File: config.mk
export PLATFORM = sky130hd
export DESIGN_NAME = fifo_nibble_tx
export DESIGN_NICKNAME = d
export VERILOG_FILES = /design/src/rtl/fifo_nibble_tx.sv
export SDC_FILE = /design/constraint.sdc
export NUM_CORES = 1
export LEC_CHECK = 0
export ABC_AREA = 0
export CAP_MARGIN = 20
export CORE_MARGIN = 10
export CORE_UTILIZATION = 55
export DETAILED_ROUTE_END_ITERATION = 8
export PLACE_DENSITY = 0.82
export SYNTH_ARGS = -nofsm -noshare
export SYNTH_HDL_FRONTEND = slang
export SYNTH_SLANG_ARGS = --single-unit
File: constraint.sdc
create_clock -name clk -period 4.4 [get_ports clk]
set_input_delay 0.88 -clock clk [delete_from_list [all_inputs] [get_ports clk]]
set_output_delay 0.88 -clock clk [all_outputs]
set_load 0.02 [all_outputs]
File: src/rtl/fifo_nibble_tx.sv
// Drain stage for the 4-bit nibble FIFO: pops one nibble per frame and sends it serially
// as start, 4 data bits LSB first, parity and stop bit, with the line idling high.
module fifo_nibble_tx #(
  parameter int unsigned CLKS_PER_BIT = 4
) (
  input  logic       clk,
  input  logic       rst_n,
  input  logic       tx_en,
  input  logic       parity_odd,
  input  logic       fifo_empty,
  input  logic [3:0] fifo_rd_data,
  output logic       fifo_rd_en,
  output logic       tx_out,
  output logic       busy,
  output logic       frame_done,
  output logic [7:0] frames_sent
);

  typedef enum logic [2:0] {
    S_IDLE    = 3'd0,
    S_POP     = 3'd1,
    S_CAPTURE = 3'd2,
    S_START   = 3'd3,
    S_DATA    = 3'd4,
    S_PARITY  = 3'd5,
    S_STOP    = 3'd6
  } state_t;

  localparam logic [7:0] CNT_LAST = 8'(CLKS_PER_BIT - 1);

  function automatic logic nibble_parity(input logic [3:0] data, input logic odd);
    return (^data) ^ odd;
  endfunction

  state_t     state_r, state_next_s;
  logic [7:0] cnt_r, cnt_next_s;
  logic [1:0] bit_idx_r, bit_idx_next_s;
  logic [3:0] shreg_r, shreg_next_s;
  logic       parity_r, parity_next_s;
  logic       tx_out_r, tx_next_s;
  logic       rd_en_r, rd_en_next_s;
  logic       busy_r, busy_next_s;
  logic       done_r, done_next_s;
  logic [7:0] frames_r;
  logic       bit_end_s;
  logic       go_s;
  logic       last_stop_s;

  assign bit_end_s   = (cnt_r == CNT_LAST);
  assign go_s        = tx_en & ~fifo_empty;
  assign last_stop_s = (state_r == S_STOP) && bit_end_s;

  // State and datapath registers
  always_ff @(posedge clk) begin
    if (rst_n) begin
      state_r   <= S_IDLE;
      cnt_r     <= 8'd0;
      bit_idx_r <= 2'd0;
      shreg_r   <= 4'd0;
      parity_r  <= 1'b0;
    end else begin
      state_r   <= state_next_s;
      cnt_r     <= cnt_next_s;
      bit_idx_r <= bit_idx_next_s;
      shreg_r   <= shreg_next_s;
      parity_r  <= parity_next_s;
    end
  end

  // Next-state decision
  always_comb begin
    state_next_s = state_r;
    case (state_r)
      S_IDLE:    if (go_s) state_next_s = S_POP; else state_next_s = S_IDLE;
      S_POP:     state_next_s = S_CAPTURE;
      S_CAPTURE: state_next_s = S_START;
      S_START:   if (bit_end_s) state_next_s = S_DATA; else state_next_s = S_START;
      S_DATA: begin
        if (bit_end_s && (bit_idx_r == 2'd3)) state_next_s = S_PARITY;
        else                                  state_next_s = S_DATA;
      end
      S_PARITY:  if (bit_end_s) state_next_s = S_STOP; else state_next_s = S_PARITY;
      S_STOP: begin
        if (bit_end_s) begin
          if (go_s) state_next_s = S_POP;
          else      state_next_s = S_IDLE;
        end else begin
          state_next_s = S_STOP;
        end
      end
      default:   state_next_s = S_IDLE;
    endcase
  end

  // Bit timing, bit index and shift register; the counter restarts on every state change
  always_comb begin
    cnt_next_s     = cnt_r;
    bit_idx_next_s = bit_idx_r;
    shreg_next_s   = shreg_r;
    parity_next_s  = parity_r;
    if ((state_next_s != state_r) || bit_end_s) cnt_next_s = 8'd0;
    else                                        cnt_next_s = cnt_r + 8'd1;
    if (state_r != S_DATA)  bit_idx_next_s = 2'd0;
    else if (bit_end_s)     bit_idx_next_s = bit_idx_r + 2'd1;
    else                    bit_idx_next_s = bit_idx_r;
    if (state_r == S_CAPTURE) begin
      shreg_next_s  = fifo_rd_data;
      parity_next_s = nibble_parity(fifo_rd_data, parity_odd);
    end else if ((state_r == S_DATA) && bit_end_s) begin
      shreg_next_s  = {1'b0, shreg_r[3:1]};
      parity_next_s = parity_r;
    end else begin
      shreg_next_s  = shreg_r;
      parity_next_s = parity_r;
    end
  end

  // Output decode from next-state values so the outputs themselves come straight from flops
  always_comb begin
    tx_next_s    = 1'b1;
    rd_en_next_s = (state_next_s == S_POP);
    busy_next_s  = (state_next_s != S_IDLE);
    done_next_s  = (state_next_s == S_STOP) && (cnt_next_s == CNT_LAST);
    case (state_next_s)
      S_START:  tx_next_s = 1'b0;
      S_DATA:   tx_next_s = shreg_next_s[0];
      S_PARITY: tx_next_s = parity_next_s;
      default:  tx_next_s = 1'b1;
    endcase
  end

  // Output registers and completed-frame counter
  always_ff @(posedge clk) begin
    if (rst_n) begin
      tx_out_r <= 1'b1;
      rd_en_r  <= 1'b0;
      busy_r   <= 1'b0;
      done_r   <= 1'b0;
      frames_r <= 8'd0;
    end else begin
      tx_out_r <= tx_next_s;
      rd_en_r  <= rd_en_next_s;
      busy_r   <= busy_next_s;
      done_r   <= done_next_s;
      if (last_stop_s) frames_r <= frames_r + 8'd1;
      else             frames_r <= frames_r;
    end
  end

  assign tx_out      = tx_out_r;
  assign fifo_rd_en  = rd_en_r;
  assign busy        = busy_r;
  assign frame_done  = done_r;
  assign frames_sent = frames_r;

endmodule

Run 1, gate families picked out:
Scale: 4 px per um.
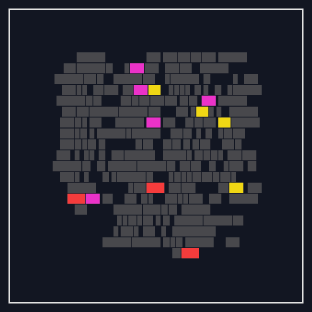
family	colour	cells
multiplexers	magenta	5
AND-OR and OR-AND gates	yellow	4
adder and majority cells	red	3

Run 1, I/O nets highlighted:
Scale: 6 px per um.
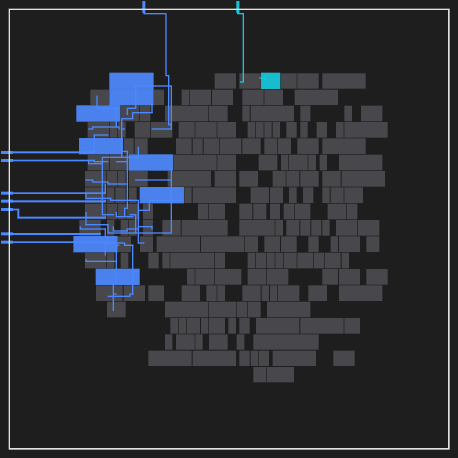
port	colour	bits	direction	end cells	buffers	wire
parity_odd	cyan	1	input	1	1	14.4 um
frames_sent	blue	8	output	8	8	355 um

==> flow_summary.toml, run 1 <==
# generated from flow reports
[status]
run_status = "finished clean"

[setup_path]
critPathCaptureType = "flop"
path_buffers = 1
crit_arrival_ns = 2.67
crit_family = "simple AND/OR/NAND/NOR gates"
crit_chain = "clkdlybuf4s50_1 -> or3_1 -> and4b_1"
cp_slowest_cell = "clkdlybuf4s50_1"
path_class = "in2reg"

[die]
rows = 19
ios = 21
chip_area_mm2 = 0.00533
taps = 31
core_area_mm2 = 0.00273
die_y_um = 73.0

[cells_and_area]
clkbuf_count = 5
clk_share_pct = 4.26
fill_cells = 225
logic_area_um2 = 895
area_growth_pct = 17.9
nonClockBufferCount = 20
final-seq-area_um2 = 601
logic_gates = 140
stdcell_count = 232
comb-cell-share_pct = 49.1
seq_area_share_pct = 32.9

[power_and_ir_drop]
total_power_mw = 0.583
peakVddDrop_mv = 0.246

[clocking]
postCtsSetupBuffers = 0
clk_pin_slew_ns = 0.09
htree_levels = 2
holdBufCountCts = 0
cts.sinks = 30
cts-resized-gates = 0
cts_tree = "done"
cts_buffers = 5
clock_path_buffers = 2

[global_route]
grt_first_pass_wirelength_mm = 5.71
grt_usage_pct = 13.4
antenna_found_initial = 0
grt_use_met3_pct = 4.90
grt_util_met2_pct = 22.2
grt_use_met1_pct = 14.2

[final_timing]
tightestPinTransition_ns = 0.806
rsz0062_at_grt = "no"
fin_crit_sh_pct = 54.3
setup_tns_ns = 0
holdWs_ns = 0.484
fmax_mhz = 418
hold_viol_final = 0
maxSlewViolCount = 0

[flow_run]
openroad.warnings = 26
maxCapViolCount = 0

[synth]
synth-adder-area-share_pct = 2.43
synth_top_area_share_pct = 38.8
logic_family = "simple AND/OR/NAND/NOR gates"
ys_sh_aoi_pct = 12.1
ys_types = 39
yosys.area.top_type = "dfxtp_1"
fp_nets = 195
common_cells = "30 x dfxtp_1, 27 x nor2_1, 16 x nand2_1, 12 x xnor2_1, 10 x a21oi_1"
simple_gate_share_pct = 30.5
yosysSeqAreaShare_pct = 38.8
syn_area_per_cell_um2 = 8.45
synth-async-reset-ratio_pct = 0
syn_inst = 183
synthMuxAreaShare_pct = 3.24
yosys-top-cells-area = "dfxtp_1 39%, xnor2_1 6.8%, nor2_1 6.6%"
syn_area_mm2 = 0.00155
ys_ff = 30
synthXorXnorAreaFrac_pct = 9.63

[drt]
vias = 1326
viasPerCell = 5.72
drc = 0
drtIter0Drc = 90
wl_per_cell_um = 14.7
ant_nets = 0

[placement]
gp_congestion = 0.809
dp_hpwl_mm = 2.49
port_buffers = 20
dp_cells = 224
Run 1, clock wiring as the flow saved it:
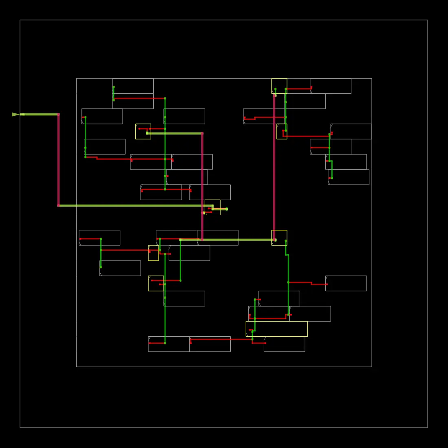
seq_cells: 30
Worst-Skew Late Latency: 0.33 ns

## run 1: layer usage
metal  vias up  share of wire, %
met5         -                 0
met4         0               1.8
met3         7               7.8
met2        37                50
met1       611                41
li1        671                 -
## run 1: flip-flops by register name, summed over array words and instances, names as in the netlist
signal and flops:
frames_sent 8, state_r 3, bit_idx_r 2, fifo_rd_en 1, tx_out 1, parity_r 1
busy 1, frame_done 1, cnt_r 8, shreg_r 4
## run 1: path summary, 6_finish.rpt
check | cells after the start | slack [ns] | endpoint | from
min | 2 | 0.48 | parity_r | parity_r
max reg2reg | 6 | 2.01 | frames_sent[7] | cnt_r[0]
max | 3 | 2.01 | frame_done | rst_n
min reg2reg | 2 | 0.48 | parity_r | parity_r
## run 1: power breakdown
group	switching (mW)	internal [mW]
logic	0.0353	0.0357
registers	0.0155	0.283
clock network	0.0956	0.118
==> inputs of run 2 (changes only) <==
--- a/config.mk
+++ b/config.mk
@@ -8,9 +8,9 @@
 export ABC_AREA = 0
 export CAP_MARGIN = 20
 export CORE_MARGIN = 10
-export CORE_UTILIZATION = 55
+export CORE_UTILIZATION = 54
 export DETAILED_ROUTE_END_ITERATION = 8
-export PLACE_DENSITY = 0.82
+export PLACE_DENSITY = 0.81
 export SYNTH_ARGS = -nofsm -noshare
 export SYNTH_HDL_FRONTEND = slang
 export SYNTH_SLANG_ARGS = --single-unit
==> constraint.sdc (replaced) <==
create_clock -name clk -period 2.45 [get_ports clk]
set_input_delay 0.49 -clock clk [delete_from_list [all_inputs] [get_ports clk]]
set_output_delay 0.49 -clock clk [all_outputs]
set_load 0.02 [all_outputs]
Run 2, routed metal, one colour a layer:
Scale: 4 px per um.
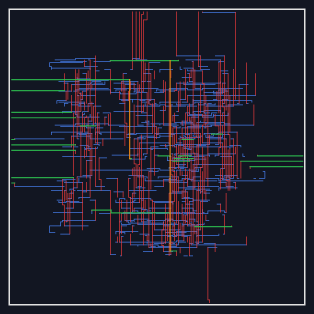
layer	colour	wire length
met2	red	1650 um
met1	blue	1450 um
met3	green	234 um
met4	orange	67.3 um

Run 2, clock wiring as the flow saved it:
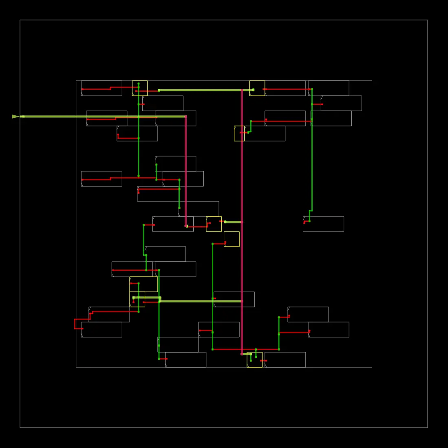
Num CTS Buffers: 5
Worst-Skew Late Latency: 0.34 ns
Clk power: 0.317 mW
clock sink total: 30
Worst Clk Skew: 0.0102 ns

==> run 2 against run 1 <==
Against the previous run: largest power group unchanged; cell count is 1.7% higher; final area is 1.2% higher; global-route usage is 0.12 points higher; largest cell class unchanged.
==> flow_summary.toml, run 2 <==
# generated from flow reports
[power_and_ir_drop]
clockPowerShare_pct = 32.2
powerDensity_mw_per_mm2 = 534
p_comb_mw = 0.142
power_frac_comb_pct = 14.4
p_int_mw = 0.714
peakVddDrop_mv = 0.515
swShare_pct = 27.6
total_power_mw = 0.985
p_seq_mw = 0.526
top_power_group = "sequential cells"
p_seq_share_pct = 53.4
leakage_nw = 0.662
p_switching_mw = 0.272

[synth]
syn_area_mm2 = 0.00155
syn_inst = 183
common_cells = "30 x dfxtp_1, 27 x nor2_1, 16 x nand2_1, 12 x xnor2_1, 10 x a21oi_1"
ff_type = "dfxtp_1"
yosys.area.top_type = "dfxtp_1"
ys_ff = 30
ys_types = 39
synth_top_area_share_pct = 38.8
ys_sh_aoi_pct = 12.1
simple_gate_share_pct = 30.5
synth-adder-area-share_pct = 2.43
synth-async-reset-ratio_pct = 0
synth-edff-count = 0
yosys-top-cells-area = "dfxtp_1 39%, xnor2_1 6.8%, nor2_1 6.6%"
yosys.cell_count.top_type = "dfxtp_1"
yosysCellCount = 183
logic_family = "simple AND/OR/NAND/NOR gates"
synthXorXnorAreaFrac_pct = 9.63
syn_area_per_cell_um2 = 8.45
ys_warn_count = 0
synthMuxAreaShare_pct = 3.24
yosysSeqAreaShare_pct = 38.8
fp_nets = 195

[clocking]
postCtsSetupBuffers = 0
clk_pin_slew_ns = 0.09
ctsRootBufferMaster = "clkbuf_4"
htree_levels = 2
clock_path_buffers = 2
cts_tree = "done"

[setup_path]
critPathCaptureType = "flop"
path_class = "reg2reg"
crit_start = "cnt_r[0]"
required_ns = 2.69
r2r_start = "cnt_r[0]"
cp-endpoint = "frame_done"
cp-start-kind = "flop"
crit_arrival_ns = 2.40
r2r_cells = 5
reg2reg_to = "frame_done"
reg2reg_slack_ns = 0.29

[placement]
place_area_mm2 = 0.00178
port_buffers = 20
dp_cells = 228
gp_congestion = 0.832
dp_hpwl_mm = 2.53
dp_slack_ns = 0.266

[die]
rows = 19
ios = 21
die_x_um = 73.5
chip_area_mm2 = 0.00540
core_area_mm2 = 0.00276
die_y_um = 73.5

[drt]
ant_nets = 0
first_pass_iters = 4
wl_per_cell_um = 14.4
drc = 0
drtIter0Drc = 117
viasPerCell = 5.70
vias = 1346

[global_route]
grt_first_pass_wirelength_mm = 5.70
grt_usage_pct = 13.5
antenna_found_initial = 0
grt_max_degree = 23
grt_pass1_vias = 1297
overflow = 0

[hold_path]
whs_path_depth = 2
holdCritStartpoint = "parity_r"
hold_path_end = "parity_r"

[final_timing]
fmax_mhz = 463
rsz0062_at_grt = "no"
timing.final.ws_setup_ns = 0.289
finalCriticalPeriod_ns = 2.16
hold_viol_final = 0
fin_crit_sh_pct = 88.2
holdWs_ns = 0.487
setup_violations = 0
maxSlewViolCount = 0
maxSlewHeadroom_pct = 64.2
tightestPinTransition_ns = 0.536
setup_tns_ns = 0

[cells_and_area]
drive_above_1_share_pct = 9.27
utilization_pct = 66.9
fill_cells = 222
final-seq-area_um2 = 601
logic_area_um2 = 900
stdcell_count = 236
area_growth_pct = 19.3
fin_area_mm2 = 0.00184

[status]
run_status = "finished clean"

[flow_run]
openroad.warnings = 26
maxCapViolCount = 0
[run 2: layer usage]
metal  vias up  GRT usage (%)  wire (um)
met1       621           14.4       1450
met3         6           6.33        234
met2        32           22.0       1650
met5         -              0          0
li1        687              -          -
met4         0           6.21         67
[run 2: final cells by class]
class                      instances  share of cell area [%]
multi-input combinational        140                    48.8
tap                               31                    2.10
inverter                           3                   0.611
clock buffer                       6                    2.78
sequential                        30                    32.6
clock inverter                     2                   0.678
timing repair buffer              24                    12.5
[run 2: repair_timing]
action / 4_1_cts / 5_1_grt
hold buffers: 0 / 0
endpoints found under the setup margin: 0 / 2
resized: 0 / 1
[run 2: critical path, cell delays in order (launching register included)]
cell,delay (ns)
dfxtp_1,0.39
ha_1,0.30
or3b_2,0.48
nor2_1,0.32
or3_1,0.34
and4b_1,0.23
No activity file was given, so power comes from the tool's default toggle rates.
